### src/rtl/multicycle_control_fsm.sv
// Multicycle MIPS control FSM: sequences the shared datapath one instruction at a time.
// Optional MC_MEM_WAIT_EN adds mem_ready and stalls FETCH/MEMRD/MEMWR until it is high.
module multicycle_control_fsm #(
   parameter int ST_W    = 4,
   parameter int ALUOP_W = 4
) (
   input  logic               clk,
   input  logic               rst,
   input  logic [5:0]         opcode,
   input  logic [5:0]         func,
`ifdef MC_MEM_WAIT_EN
   input  logic               mem_ready,
`endif
   output logic               PCWrite,
   output logic               Branch,
   output logic               IorD,
   output logic               MemRead,
   output logic               MemWrite,
   output logic               IRWrite,
   output logic               MemtoReg,
   output logic               RegDst,
   output logic               RegWrite,
   output logic               ALUSrcA,
   output logic [1:0]         ALUSrcB,
   output logic [1:0]         PCSrc,
   output logic [ALUOP_W-1:0] ALUOP,
   output logic               illegal_op,
   output logic               instr_done,
   output logic [ST_W-1:0]    state
);

   typedef enum logic [ST_W-1:0] {
      FETCH  = 4'd0,
      DECODE = 4'd1,
      MEMADR = 4'd2,
      MEMRD  = 4'd3,
      MEMWB  = 4'd4,
      MEMWR  = 4'd5,
      RTEXE  = 4'd6,
      RTWB   = 4'd7,
      BRANCH = 4'd8,
      IMMEXE = 4'd9,
      IMMWB  = 4'd10,
      JUMP   = 4'd11
   } state_t;

   localparam logic [5:0] OP_RTYPE = 6'h00;
   localparam logic [5:0] OP_J     = 6'h02;
   localparam logic [5:0] OP_BEQ   = 6'h04;
   localparam logic [5:0] OP_ADDI  = 6'h08;
   localparam logic [5:0] OP_ANDI  = 6'h0C;
   localparam logic [5:0] OP_ORI   = 6'h0D;
   localparam logic [5:0] OP_LUI   = 6'h0F;
   localparam logic [5:0] OP_LW    = 6'h23;
   localparam logic [5:0] OP_SW    = 6'h2B;

   localparam logic [ALUOP_W-1:0] ALU_ADD   = 4'd0;
   localparam logic [ALUOP_W-1:0] ALU_SUB   = 4'd1;
   localparam logic [ALUOP_W-1:0] ALU_FUNCT = 4'd2;
   localparam logic [ALUOP_W-1:0] ALU_AND   = 4'd3;
   localparam logic [ALUOP_W-1:0] ALU_OR    = 4'd4;
   localparam logic [ALUOP_W-1:0] ALU_LUI   = 4'd5;

   state_t state_q, state_d;
   logic   mem_rdy;

`ifdef MC_MEM_WAIT_EN
   assign mem_rdy = mem_ready;
`else
   assign mem_rdy = 1'b1;
`endif

   always_ff @(posedge clk) begin
      if (rst) state_q <= FETCH;
      else     state_q <= state_d;
   end

   always_comb begin
      state_d    = FETCH;
      PCWrite    = 1'b0;
      Branch     = 1'b0;
      IorD       = 1'b0;
      MemRead    = 1'b0;
      MemWrite   = 1'b0;
      IRWrite    = 1'b0;
      MemtoReg   = 1'b0;
      RegDst     = 1'b0;
      RegWrite   = 1'b0;
      ALUSrcA    = 1'b0;
      ALUSrcB    = 2'd0;
      PCSrc      = 2'd0;
      ALUOP      = ALU_ADD;
      illegal_op = 1'b0;
      instr_done = 1'b0;
      state      = state_q;

      case (state_q)
         DECODE: begin
            ALUSrcB = 2'd3;
            unique case (opcode)
               OP_LW, OP_SW:                    state_d = MEMADR;
               OP_BEQ:                          state_d = BRANCH;
               OP_J:                            state_d = JUMP;
               OP_ADDI, OP_ANDI, OP_ORI, OP_LUI: state_d = IMMEXE;
               OP_RTYPE: begin
                  if (func == 6'd0) instr_done = 1'b1;
                  else              state_d    = RTEXE;
               end
               default: begin
                  illegal_op = 1'b1;
                  instr_done = 1'b1;
               end
            endcase
         end
         MEMADR: begin
            ALUSrcA = 1'b1;
            ALUSrcB = 2'd2;
            state_d = (opcode == OP_LW) ? MEMRD : MEMWR;
         end
         MEMRD: begin
            IorD    = 1'b1;
            MemRead = 1'b1;
            state_d = mem_rdy ? MEMWB : MEMRD;
         end
         MEMWB: begin
            MemtoReg   = 1'b1;
            RegWrite   = 1'b1;
            instr_done = 1'b1;
         end
         MEMWR: begin
            IorD       = 1'b1;
            MemWrite   = 1'b1;
            instr_done = mem_rdy;
            state_d    = mem_rdy ? FETCH : MEMWR;
         end
         RTEXE: begin
            ALUSrcA = 1'b1;
            ALUOP   = ALU_FUNCT;
            state_d = RTWB;
         end
         RTWB: begin
            RegDst     = 1'b1;
            RegWrite   = 1'b1;
            instr_done = 1'b1;
         end
         BRANCH: begin
            ALUSrcA    = 1'b1;
            ALUOP      = ALU_SUB;
            Branch     = 1'b1;
            PCSrc      = 2'd1;
            instr_done = 1'b1;
         end
         IMMEXE: begin
            ALUSrcA = 1'b1;
            ALUSrcB = 2'd2;
            case (opcode)
               OP_ANDI: ALUOP = ALU_AND;
               OP_ORI:  ALUOP = ALU_OR;
               OP_LUI:  ALUOP = ALU_LUI;
               default: ALUOP = ALU_ADD;
            endcase
            state_d = IMMWB;
         end
         IMMWB: begin
            RegWrite   = 1'b1;
            instr_done = 1'b1;
         end
         JUMP: begin
            PCWrite    = 1'b1;
            PCSrc      = 2'd2;
            instr_done = 1'b1;
         end
         // FETCH and the unused codes 12-15 share the fetch behaviour.
         default: begin
            MemRead = 1'b1;
            IRWrite = mem_rdy;
            PCWrite = mem_rdy;
            ALUSrcB = 2'd1;
            state_d = mem_rdy ? DECODE : FETCH;
         end
      endcase

      if (rst) begin
         PCWrite    = 1'b0;
         Branch     = 1'b0;
         IorD       = 1'b0;
         MemRead    = 1'b0;
         MemWrite   = 1'b0;
         IRWrite    = 1'b0;
         MemtoReg   = 1'b0;
         RegDst     = 1'b0;
         RegWrite   = 1'b0;
         ALUSrcA    = 1'b0;
         ALUSrcB    = 2'd0;
         PCSrc      = 2'd0;
         ALUOP      = '0;
         illegal_op = 1'b0;
         instr_done = 1'b0;
         state      = '0;
      end
   end

endmodule

### config.mk
export PLATFORM = sky130hd
export DESIGN_NAME = multicycle_control_fsm
export DESIGN_NICKNAME = d
export VERILOG_FILES = /design/src/rtl/multicycle_control_fsm.sv
export SDC_FILE = /design/constraint.sdc
export NUM_CORES = 1
export LEC_CHECK = 0
export CORE_MARGIN = 4
export CORE_UTILIZATION = 25
export DETAILED_ROUTE_END_ITERATION = 10
export PLACE_DENSITY_LB_ADDON = 0.25
export SYNTH_ARGS = -nofsm -noshare
export SYNTH_HDL_FRONTEND = slang
export SYNTH_SLANG_ARGS = --single-unit
### constraint.sdc
create_clock -name clk -period 3.8 [get_ports clk]
set_input_delay 0.57 -clock clk [delete_from_list [all_inputs] [get_ports clk]]
set_output_delay 0.57 -clock clk [all_outputs]
set_load 0.05 [all_outputs]
==> impl_metrics.csv <==
group,metric,value,unit
final_layout,top_regs,"state_q: 4 flops",
pwr,clk-power,0.0524,mW
final_layout,largest_reg_flops,4,
min_path,hp-class,"register to register",
die,fp-utilization,0.260,
yosys,top_cells_by_area,"dfxtp_1 (11%), nor2_1 (11%), nor2b_1 (7.0%)",
placement,place_area,1050,um2
yosys,syn_avg_cell_area,6.18,um2
final_timing,hold_viol_final,0,
clock_tree,clockRootBuffer,"clkbuf_4",
final_timing,worst_pin_slew,0.584,ns
detailed_routing,drc,0,
detailed_routing,avgViaCountPerCell,5.13,
yosys,adder_share,0,
final_layout,lay_top_count,"clkdlybuf4s50_1",
yosys,ys_sh_xor,0.0123,
final_timing,setup_viol,0,
worst_setup_path,arrival,2.70,ns
yosys,ff_type,"dfxtp_1",
grt,grt_pass1_vias,793,
final_timing,slew-limit-headroom,0.610,
worst_setup_path,max_stage_delay,0.82,ns
yosys,ys_area,711,um2
detailed_routing,ant_nets,0,
final_layout,area_growth,51.4,%
run_status,outcome,"finished, final reports clean",
final_layout,design_area,1080,um2
final_layout,nonClockBufferCount,37,
clock_tree,cts_hold_buf,0,
final_layout,n_sequential_cell,4,
placement,io_buffers,36,
grt,grt_max_degree,19,
grt,grt_pass1_wl,3.55,mm
final_layout,nMultiInputCombCells,98,
worst_setup_path,critPathMaxFanout,8,
die,tap_cells,31,
worst_setup_path,worstPathRequired,3.23,ns
yosys,ys_cells,115,
worst_setup_path,r2r_cells,5,
detailed_routing,drtPass1Iterations,4,
worst_setup_path,endpoint,"ALUOP[1]",
final_layout,seqCellArea,80.1,um2
clock_tree,cts-resized-gates,0,
final_layout,fin_nets,158,
worst_setup_path,crit_family,"buffers and inverters",
detailed_routing,wl,2.17,mm
final_layout,lay_top_cells,"clkdlybuf4s50_1 (34), nor2_1 (20), nand2_1 (13)",
pwr,top_power_group,"combinational cells",
yosys,logic_family,"simple AND/OR/NAND/NOR gates",
final_timing,finalSetupTns,0,ns
pwr,swShare,0.414,
final_timing,fin_worst_skew,0.00461,ns
final_layout,logic_area,572,um2
worst_setup_path,startpoint,"opcode[2]",
detailed_routing,met2WireLength,988,um
yosys,synthArstFlopShare,0,
worst_setup_path,path_buffers,2,
min_path,holdPathEnd,"state_q[0]$_SDFF_PP0_",
min_path,hp-start,"state_q[3]$_SDFF_PP0_",
clock_tree,cts_tree,"yes",
yosys,synth.cellmix.simpleShare,0.504,
pwr,seq_cell_power,0.0488,mW
yosys,ys_seq_frac,0.113,
pwr,p_comb_frac,0.495,
clock_tree,cts_buffers,3,
yosys,numSynthFlops,4,
pwr,ir_worst_vdd,0.000156,V
grt,top_usage_layer,"met2",
clock_tree,cts.sinks,4,
final_timing,rsz0062_at_grt,"false",
placement,place_congestion,0.816,
final_layout,antenna-diode-count,0,
die,core-area,2730,um2
worst_setup_path,worstReg2RegEnd,"state_q[1]$_SDFF_PP0_",
pwr,seq_power_share,0.243,
final_timing,slew_viol_final,0,
pwr,internal_power,0.117,mW
grt,grtUsageMet1,0.163,
yosys,synthMuxAreaShare,0,
yosys,common_cells,"nor2_1 (20), nand2_1 (13), a21oi_1 (9)",
final_layout,area_dominant_class,"combinational gates",
placement,dpl.hpwl,1.71,mm
worst_setup_path,crit_cells,6,
min_path,hold_path_depth,2,
worst_setup_path,cp_slowest_cell,"clkdlybuf4s50_1",
job,tool_warnings,26,
final_layout,buf_share,0.337,
grt,grtUsageMet3,0.0189,
-- worst register-to-register path, delay by kind of cell, from the launching register on --
family             cells  cell delay [ns]
and+or+nand+nor        2             0.65
DFF                    1             0.61
AOI/OAI and AO/OA      3             0.39
-- per-stage QoR --
step | utilization | setup WS [ns] | hold WS, ns | cells | power, mW
after floorplan | - | 0.284 | 0.628 | 115 | 0.115
after global placement | 0.385 | 0.584 | 0.727 | 170 | 0.148
after detailed placement | 0.385 | 0.550 | 0.723 | 170 | 0.149
after CTS | 0.394 | 0.525 | 0.741 | 173 | 0.204
after global routing | 0.394 | 0.330 | 0.811 | 173 | 0.214
final | 0.394 | 0.531 | 0.758 | 173 | 0.200
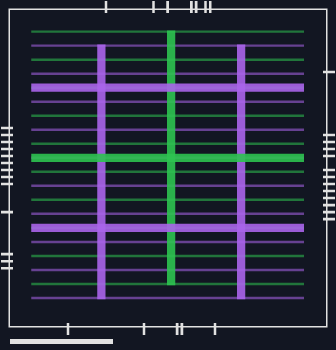
**Above:** PDN straps and rails.
The bar under the picture is 20 um long. Pins as bars on the die edge.
net	color
VSS	purple
VDD	green
rows	19
met5 straps	3
met1 rails	20
met4 straps	3
signal pins	38

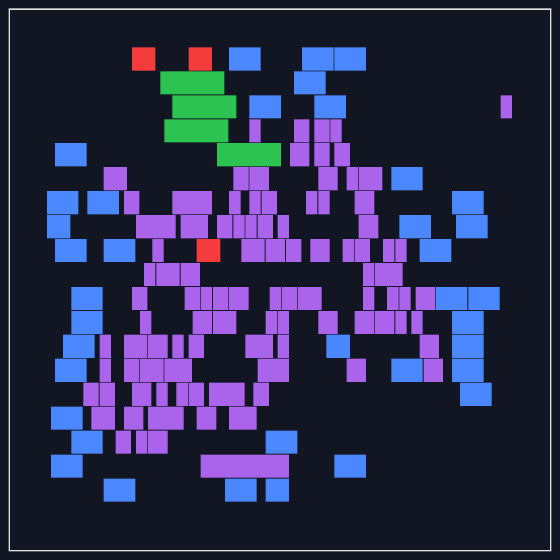
**Above:** cells colored by class.
class	color	cells	share of their area
all other logic	purple	98	55%
other buffers and delay cells	blue	37	35%
flip-flops	green	4	7.7%
cells driving clock nets	red	3	2.2%

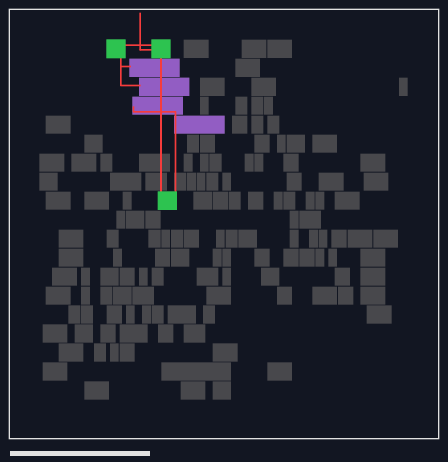
**Above:** clock wires, drivers and flops.
The bar under the picture is 20 um long.
[cells driving clock nets] green | count: 3
[clock wires] red | length: 67.0 um
[flip-flops] purple | count: 4
routed clock nets	4

Power is estimated from default activity; no workload was simulated.
